`config.mk`:
```
export PLATFORM = sky130hd
export DESIGN_NAME = mem_arbiter_flat
export DESIGN_NICKNAME = d
export VERILOG_FILES = /design/src/rtl/mem_arbiter_pkg.sv /design/src/rtl/mem_arbiter_if.sv /design/src/rtl/mem_arbiter_sat_counter.sv /design/src/rtl/mem_arbiter.sv /design/src/flat_wrapper.sv
export SDC_FILE = /design/constraint.sdc
export NUM_CORES = 1
export LEC_CHECK = 0
export CORE_AREA = 2 2 103 105
export CTS_BUF_LIST = sky130_fd_sc_hd__clkbuf_8
export DETAILED_ROUTE_END_ITERATION = 10
export DIE_AREA = 0 0 105 107
export PLACE_DENSITY = 0.68
export SYNTH_ARGS = -nofsm -noshare
export SYNTH_HDL_FRONTEND = slang
export SYNTH_SLANG_ARGS = --single-unit
export TNS_END_PERCENT = 5
```
`constraint.sdc`:
```
create_clock -name clk -period 2.5 [get_ports clk]
set_clock_uncertainty 0.15 [all_clocks]
set_input_delay 0.5 -clock clk [delete_from_list [all_inputs] [get_ports clk]]
set_output_delay 0.5 -clock clk [all_outputs]
set_load 0.005 [all_outputs]
```
`src/rtl/mem_arbiter_pkg.sv`:
```
// Shared types for the memory arbiter slice.
//   word_t      - 32-bit data/address word
//   ramstate_t  - RAM port status (FREE/BUSY/ACCESS/ERROR)
//   arb_state_t - arbiter FSM state register type
// Also holds the default starvation and timeout limits.
package mem_arbiter_pkg;

    typedef logic [31:0] word_t;

    typedef enum logic [1:0] {
        RAM_FREE   = 2'd0,
        RAM_BUSY   = 2'd1,
        RAM_ACCESS = 2'd2,
        RAM_ERROR  = 2'd3
    } ramstate_t;

    typedef logic [1:0] arb_state_t;

    localparam int ISTARVE_MAX_DEF = 4;
    localparam int TIMEOUT_DEF     = 64;

endpackage

```
`src/rtl/mem_arbiter_if.sv`:
```
// Bus bundle between the cache controllers, the arbiter and the single-port RAM.
//   icache side : iren, iaddr -> / <- iload, iwait
//   dcache side : dren, dwen, daddr, dstore -> / <- dload, dwait
//   RAM side    : <- ram_ren, ram_wen, ram_addr, ram_store / -> ram_load, ram_state
// slave  : the arbiter's view.
// master : the view of whatever drives the caches and models the RAM.
interface mem_arbiter_if;
    import mem_arbiter_pkg::*;

    logic      iren;
    word_t     iaddr;
    word_t     iload;
    logic      iwait;

    logic      dren;
    logic      dwen;
    word_t     daddr;
    word_t     dstore;
    word_t     dload;
    logic      dwait;

    logic      ram_ren;
    logic      ram_wen;
    word_t     ram_addr;
    word_t     ram_store;
    word_t     ram_load;
    ramstate_t ram_state;

    modport slave (
        input  iren, iaddr, dren, dwen, daddr, dstore, ram_load, ram_state,
        output iload, iwait, dload, dwait, ram_ren, ram_wen, ram_addr, ram_store
    );

    modport master (
        output iren, iaddr, dren, dwen, daddr, dstore, ram_load, ram_state,
        input  iload, iwait, dload, dwait, ram_ren, ram_wen, ram_addr, ram_store
    );

endinterface

```
`src/rtl/mem_arbiter_sat_counter.sv`:
```
// Saturating up-counter with synchronous clear.
//   clk, rst : clock and synchronous active-high reset
//   en       : count up by one (held at MAX once reached)
//   clr      : synchronous clear, wins over en
//   sat      : high while the count equals MAX
module mem_arbiter_sat_counter #(
    parameter int WIDTH = 4,
    parameter int MAX   = 15
) (
    input  logic clk,
    input  logic rst,
    input  logic en,
    input  logic clr,
    output logic sat
);
    localparam logic [WIDTH-1:0] MAX_V = WIDTH'(MAX);

    logic [WIDTH-1:0] count;

    always_ff @(posedge clk) begin
        if (rst || clr) begin
            count <= '0;
        end else if (en && !sat) begin
            count <= count + 1'b1;
        end
    end

    assign sat = (count == MAX_V);

endmodule

```
`src/rtl/mem_arbiter.sv`:
```
// Arbiter between icache fetches and dcache word transfers for one RAM port.
//   clk, rst : clock and synchronous active-high reset
//   bus      : cache-side requests/handshakes and RAM-side strobes/status
//   err_flag : sticky, set when any granted access completes with ERROR
//   tmo_flag : sticky, set when a granted access has waited TIMEOUT cycles
// Dcache has priority; after ISTARVE_MAX back-to-back dcache completions
// with an icache request pending, the icache is granted next.
//
// state    | meaning
// ST_IDLE  | no grant, arbitrate on this cycle's requests
// ST_DSERV | dcache owns the RAM port until ACCESS/ERROR or request drop
// ST_ISERV | icache owns the RAM port until ACCESS/ERROR or request drop
module mem_arbiter
    import mem_arbiter_pkg::*;
#(
    parameter int ISTARVE_MAX = ISTARVE_MAX_DEF,
    parameter int TIMEOUT     = TIMEOUT_DEF
) (
    input  logic         clk,
    input  logic         rst,
    mem_arbiter_if.slave bus,
    output logic         err_flag,
    output logic         tmo_flag
);
    localparam logic [1:0] ST_IDLE  = 2'd0;
    localparam logic [1:0] ST_DSERV = 2'd1;
    localparam logic [1:0] ST_ISERV = 2'd2;

    localparam int SW = $clog2(ISTARVE_MAX + 1);
    localparam int TW = $clog2(TIMEOUT + 1);

    arb_state_t state;
    arb_state_t state_next;

    logic d_req;
    logic ram_done;
    logic d_done;
    logic i_done;
    logic force_i;
    logic starve_sat;
    logic tmo_sat;

    assign d_req    = bus.dren | bus.dwen;
    assign ram_done = (bus.ram_state == RAM_ACCESS) | (bus.ram_state == RAM_ERROR);
    assign d_done   = (state == ST_DSERV) & ram_done;
    assign i_done   = (state == ST_ISERV) & ram_done;
    assign force_i  = bus.iren & starve_sat;

    // Starvation count: dcache completions that left a pending fetch waiting.
    mem_arbiter_sat_counter #(
        .WIDTH (SW),
        .MAX   (ISTARVE_MAX)
    ) u_starve (
        .clk (clk),
        .rst (rst),
        .en  (d_done & bus.iren),
        .clr (i_done | ~bus.iren),
        .sat (starve_sat)
    );

    // Cycles spent holding a grant; cleared whenever the FSM lands in IDLE.
    mem_arbiter_sat_counter #(
        .WIDTH (TW),
        .MAX   (TIMEOUT)
    ) u_tmo (
        .clk (clk),
        .rst (rst),
        .en  (state != ST_IDLE),
        .clr (state_next == ST_IDLE),
        .sat (tmo_sat)
    );

    always_comb begin
        state_next = state;
        case (state)
            ST_IDLE: begin
                if (d_req && !force_i) begin
                    state_next = ST_DSERV;
                end else if (bus.iren) begin
                    state_next = ST_ISERV;
                end
            end
            ST_DSERV: begin
                if (ram_done || !d_req) begin
                    state_next = ST_IDLE;
                end
            end
            ST_ISERV: begin
                if (ram_done || !bus.iren) begin
                    state_next = ST_IDLE;
                end
            end
            default: state_next = ST_IDLE;
        endcase
    end

    // RAM drive follows the live request of the current owner, so a dropped
    // request removes the strobe in the same cycle; a write beats a read.
    always_comb begin
        bus.ram_ren   = 1'b0;
        bus.ram_wen   = 1'b0;
        bus.ram_addr  = '0;
        bus.ram_store = '0;
        case (state)
            ST_DSERV: begin
                bus.ram_wen   = bus.dwen;
                bus.ram_ren   = bus.dren & ~bus.dwen;
                bus.ram_addr  = bus.daddr;
                bus.ram_store = bus.dstore;
            end
            ST_ISERV: begin
                bus.ram_ren  = bus.iren;
                bus.ram_addr = bus.iaddr;
            end
            default: ;
        endcase
    end

    assign bus.dwait = ~d_done;
    assign bus.iwait = ~i_done;
    assign bus.dload = bus.ram_load;
    assign bus.iload = bus.ram_load;

    always_ff @(posedge clk) begin
        if (rst) begin
            state    <= ST_IDLE;
            err_flag <= 1'b0;
            tmo_flag <= 1'b0;
        end else begin
            state <= state_next;
            if ((d_done || i_done) && bus.ram_state == RAM_ERROR) begin
                err_flag <= 1'b1;
            end
            if (tmo_sat) begin
                tmo_flag <= 1'b1;
            end
        end
    end

endmodule

```
`src/flat_wrapper.sv`:
```
// flat-port wrapper written by rule: the top's interface ports become plain ports
module mem_arbiter_flat import mem_arbiter_pkg::*;
#(
    parameter int ISTARVE_MAX = ISTARVE_MAX_DEF,
    parameter int TIMEOUT     = TIMEOUT_DEF
)
  (clk, rst, err_flag, tmo_flag, bus_iren, bus_iaddr, bus_dren, bus_dwen, bus_daddr, bus_dstore, bus_ram_load, bus_ram_state, bus_iload, bus_iwait, bus_dload, bus_dwait, bus_ram_ren, bus_ram_wen, bus_ram_addr, bus_ram_store);
  mem_arbiter_if bus_i ();
  input  logic clk;
  input  logic rst;
  output logic err_flag;
  output logic tmo_flag;
  input wire logic [$bits(bus_i.iren)-1:0] bus_iren;
  input wire logic [$bits(bus_i.iaddr)-1:0] bus_iaddr;
  input wire logic [$bits(bus_i.dren)-1:0] bus_dren;
  input wire logic [$bits(bus_i.dwen)-1:0] bus_dwen;
  input wire logic [$bits(bus_i.daddr)-1:0] bus_daddr;
  input wire logic [$bits(bus_i.dstore)-1:0] bus_dstore;
  input wire logic [$bits(bus_i.ram_load)-1:0] bus_ram_load;
  input wire logic [$bits(bus_i.ram_state)-1:0] bus_ram_state;
  output wire logic [$bits(bus_i.iload)-1:0] bus_iload;
  output wire logic [$bits(bus_i.iwait)-1:0] bus_iwait;
  output wire logic [$bits(bus_i.dload)-1:0] bus_dload;
  output wire logic [$bits(bus_i.dwait)-1:0] bus_dwait;
  output wire logic [$bits(bus_i.ram_ren)-1:0] bus_ram_ren;
  output wire logic [$bits(bus_i.ram_wen)-1:0] bus_ram_wen;
  output wire logic [$bits(bus_i.ram_addr)-1:0] bus_ram_addr;
  output wire logic [$bits(bus_i.ram_store)-1:0] bus_ram_store;
  assign bus_i.iren = bus_iren;
  assign bus_i.iaddr = bus_iaddr;
  assign bus_i.dren = bus_dren;
  assign bus_i.dwen = bus_dwen;
  assign bus_i.daddr = bus_daddr;
  assign bus_i.dstore = bus_dstore;
  assign bus_i.ram_load = bus_ram_load;
  assign bus_i.ram_state = bus_ram_state;
  assign bus_iload = bus_i.iload;
  assign bus_iwait = bus_i.iwait;
  assign bus_dload = bus_i.dload;
  assign bus_dwait = bus_i.dwait;
  assign bus_ram_ren = bus_i.ram_ren;
  assign bus_ram_wen = bus_i.ram_wen;
  assign bus_ram_addr = bus_i.ram_addr;
  assign bus_ram_store = bus_i.ram_store;
  mem_arbiter #(.ISTARVE_MAX(ISTARVE_MAX), .TIMEOUT(TIMEOUT)) u_core (.clk(clk), .rst(rst), .bus(bus_i), .err_flag(err_flag), .tmo_flag(tmo_flag));
endmodule
```
layer_met3.png
Bar = 20 um.
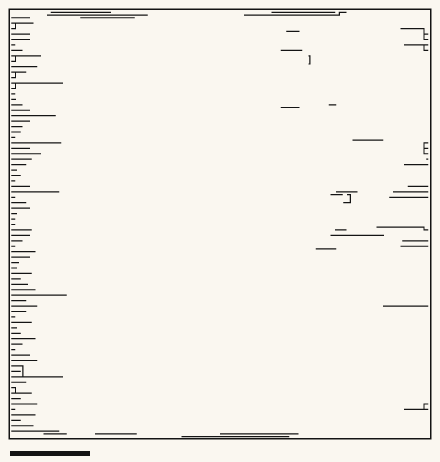
wire length on this layer: 624 um
longest straight run: 26.7 um
share of all routed wire: 8.0%
global routing usage on met3: 2.979%
wirelength, routed: 7811 um
via count: 2271

placement_by_type.png
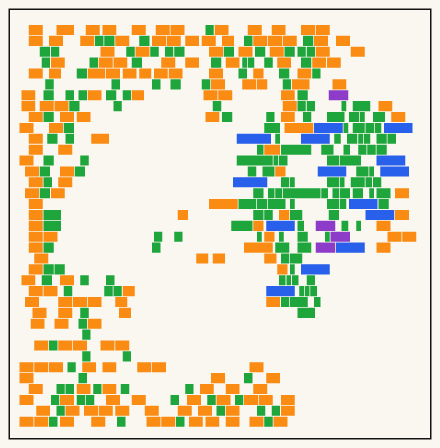
legend:
  remaining buffers and delay cells:
    color: orange
    cells: 184
  combinational and other logic:
    color: green
    cells: 187
  sequential cells:
    color: blue
    cells: 14
  clock drivers and dummy loads:
    color: purple
    cells: 4

==> report_table.html <==
<h2>Implementation results</h2>
<table>
<tr><th>Metric</th><th>Value</th></tr>
<tr><th colspan="2">Status</th></tr>
<tr><td>Outcome</td><td>finished with violations</td></tr>
<tr><td>Failing checks</td><td>negative setup slack</td></tr>
<tr><th colspan="2">Synthesis</th></tr>
<tr><td>Yosys aoi share</td><td>23.47%</td></tr>
<tr><td>Flip-flops with a built-in enable</td><td>0</td></tr>
<tr><td>Yosys stat cell total</td><td>281</td></tr>
<tr><td>Post-Synth XOR/XNOR Area</td><td>0.8299%</td></tr>
<tr><td>Async set-reset flop share out of synthesis</td><td>0%</td></tr>
<tr><td>Largest family of logic cells by area</td><td>simple AND/OR/NAND/NOR gates</td></tr>
<tr><td>YS chip area</td><td>0.002111 mm^2</td></tr>
<tr><td>Cell variety after synth</td><td>39</td></tr>
<tr><th colspan="2">Worst setup path</th></tr>
<tr><td>Required time at the worst-slack endpoint</td><td>1.85 ns</td></tr>
<tr><td>Worst setup slack for register-to-register paths</td><td>0.57 ns</td></tr>
<tr><td>Worst-path cell chain</td><td>inv_2, ha_1, buf_12, nor2b_1, clkdlybuf4s50_1</td></tr>
<tr><td>Critical register-to-register path endpoint</td><td>u_core.u_tmo.count[6]</td></tr>
<tr><td>Data arrival time of the worst path</td><td>1.87 ns</td></tr>
<tr><td>R2R cell count</td><td>5</td></tr>
<tr><td>Reg-to-reg critical path startpoint</td><td>u_core.state[0]</td></tr>
<tr><th colspan="2">Floorplanning</th></tr>
<tr><td>Total die area</td><td>0.01124 mm^2</td></tr>
<tr><td>Die Span X</td><td>105 um</td></tr>
<tr><td>Count of inserted tapcells</td><td>136</td></tr>
<tr><td>Number of placed I/O pins</td><td>269</td></tr>
<tr><th colspan="2">Clocking</th></tr>
<tr><td>Master cell of the clock root buffer</td><td>sky130_fd_sc_hd__clkbuf_8</td></tr>
<tr><td>Clock latency at the later pin of the worst-skew pair</td><td>0.25 ns</td></tr>
<tr><td>PostCTS Resize Cnt</td><td>21</td></tr>
<tr><td>Number of setup buffers added after CTS</td><td>0</td></tr>
<tr><th colspan="2">Cells and area</th></tr>
<tr><td>Number of non-clock buffers in the layout</td><td>184</td></tr>
<tr><td>Logic gate fraction of the total cell area</td><td>34.58%</td></tr>
<tr><td>Sequential Area</td><td>287.8 um^2</td></tr>
<tr><td>Antenna diode count</td><td>0</td></tr>
<tr><th colspan="2">Route</th></tr>
<tr><td>DR vias/cell</td><td>4.326</td></tr>
<tr><td>Violation tally from detailed-route iteration zero</td><td>65</td></tr>
<tr><th colspan="2">Placed design</th></tr>
<tr><td>Port-buffer cells</td><td>172</td></tr>
<tr><td>DP Cell Count</td><td>521</td></tr>
<tr><th colspan="2">Global route</th></tr>
<tr><td>Largest net degree at the start of global routing</td><td>39</td></tr>
<tr><td>Wire length of the first global-routing pass</td><td>11630 um</td></tr>
<tr><td>Total global routing track utilization</td><td>12.68%</td></tr>
<tr><th colspan="2">Power</th></tr>
<tr><td>Worst vdd rail ir drop</td><td>0.1567 mV</td></tr>
<tr><td>Overall power of the completed layout</td><td>1.026 mW</td></tr>
<tr><td>Leakage power</td><td>1.379 nW</td></tr>
<tr><th colspan="2">Flow run</th></tr>
<tr><td>Number of logged tool warnings</td><td>33</td></tr>
<tr><th colspan="2">Min path</th></tr>
<tr><td>Hold worst-path end</td><td>u_core.err_flag</td></tr>
<tr><td>Worst min-delay path category</td><td>reg -&gt; reg</td></tr>
<tr><th colspan="2">STA</th></tr>
<tr><td>Setup Viol. Count Final</td><td>6</td></tr>
<tr><td>Worst hold slack</td><td>0.3079 ns</td></tr>
<tr><td>Final worst slack</td><td>-0.01937 ns</td></tr>
</table>
placement.png
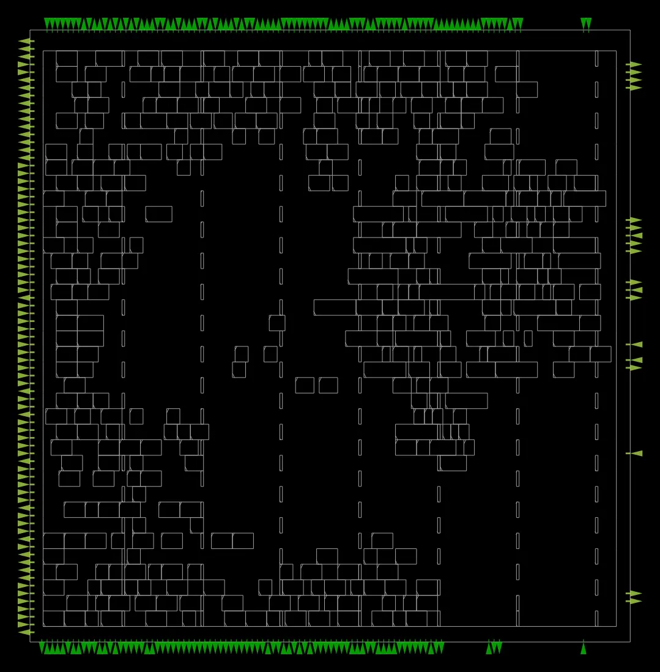
number of sequential storage elements: 14
flop share of the area: 7.820%
Placement Rows: 37
end-of-flow core utilization: 36.46%

[Yosys cell counts (3+ instances only)]
library cell and n:
sky130_fd_sc_hd__a22oi_1 32, sky130_fd_sc_hd__buf_4 64, sky130_fd_sc_hd__dfxtp_1 14, sky130_fd_sc_hd__and2_1 34
sky130_fd_sc_hd__nor2b_1 34, sky130_fd_sc_hd__clkbuf_1 13, sky130_fd_sc_hd__a21oi_1 4, sky130_fd_sc_hd__buf_2 3
sky130_fd_sc_hd__o21ai_0 11, sky130_fd_sc_hd__a211oi_1 7, sky130_fd_sc_hd__or3_1 5, sky130_fd_sc_hd__nor2_1 4
sky130_fd_sc_hd__ha_1 8, sky130_fd_sc_hd__nand2_1 7, sky130_fd_sc_hd__inv_1 11
[worst max-delay path by stage]
stage	startpoint	to	slack (ns)	cells after the start
2_1_floorplan	u_core.state[0]	bus_ram_addr[0]	0.56	6
3_3_place_gp	bus_iren	bus_ram_ren	-0.06	5
3_5_place_dp	bus_iren	bus_ram_ren	-0.03	5
4_1_cts	u_core.state[0]	bus_ram_addr[23]	-0.08	5
5_1_grt	u_core.state[1]	bus_ram_addr[5]	-0.11	5
6_report	u_core.state[0]	bus_ram_addr[9]	-0.02	5
[metal layers]
layer | up-vias | wire (um) | track usage [%]
li1 | 1114 | - | -
met1 | 1020 | 3047 | 13.81
met2 | 128 | 4055 | 24.58
met3 | 9 | 624 | 2.979
met4 | 0 | 85 | 3.048
met5 | - | 0 | 0
[sequential cells by signal, summed over array words and instances, names as in the netlist]
register / count
u_core.err_flag: 1
u_core.state: 2
u_core.tmo_flag: 1
u_core.u_starve.count: 3
u_core.u_tmo.count: 7
[where the power goes]
group	internal (mW)	switching (mW)
Clock	0.140	0.0887
Sequential	0.228	0.00888
Combinational	0.361	0.199
Total	0.729	0.297
Power and IR drop assume default switching activity.
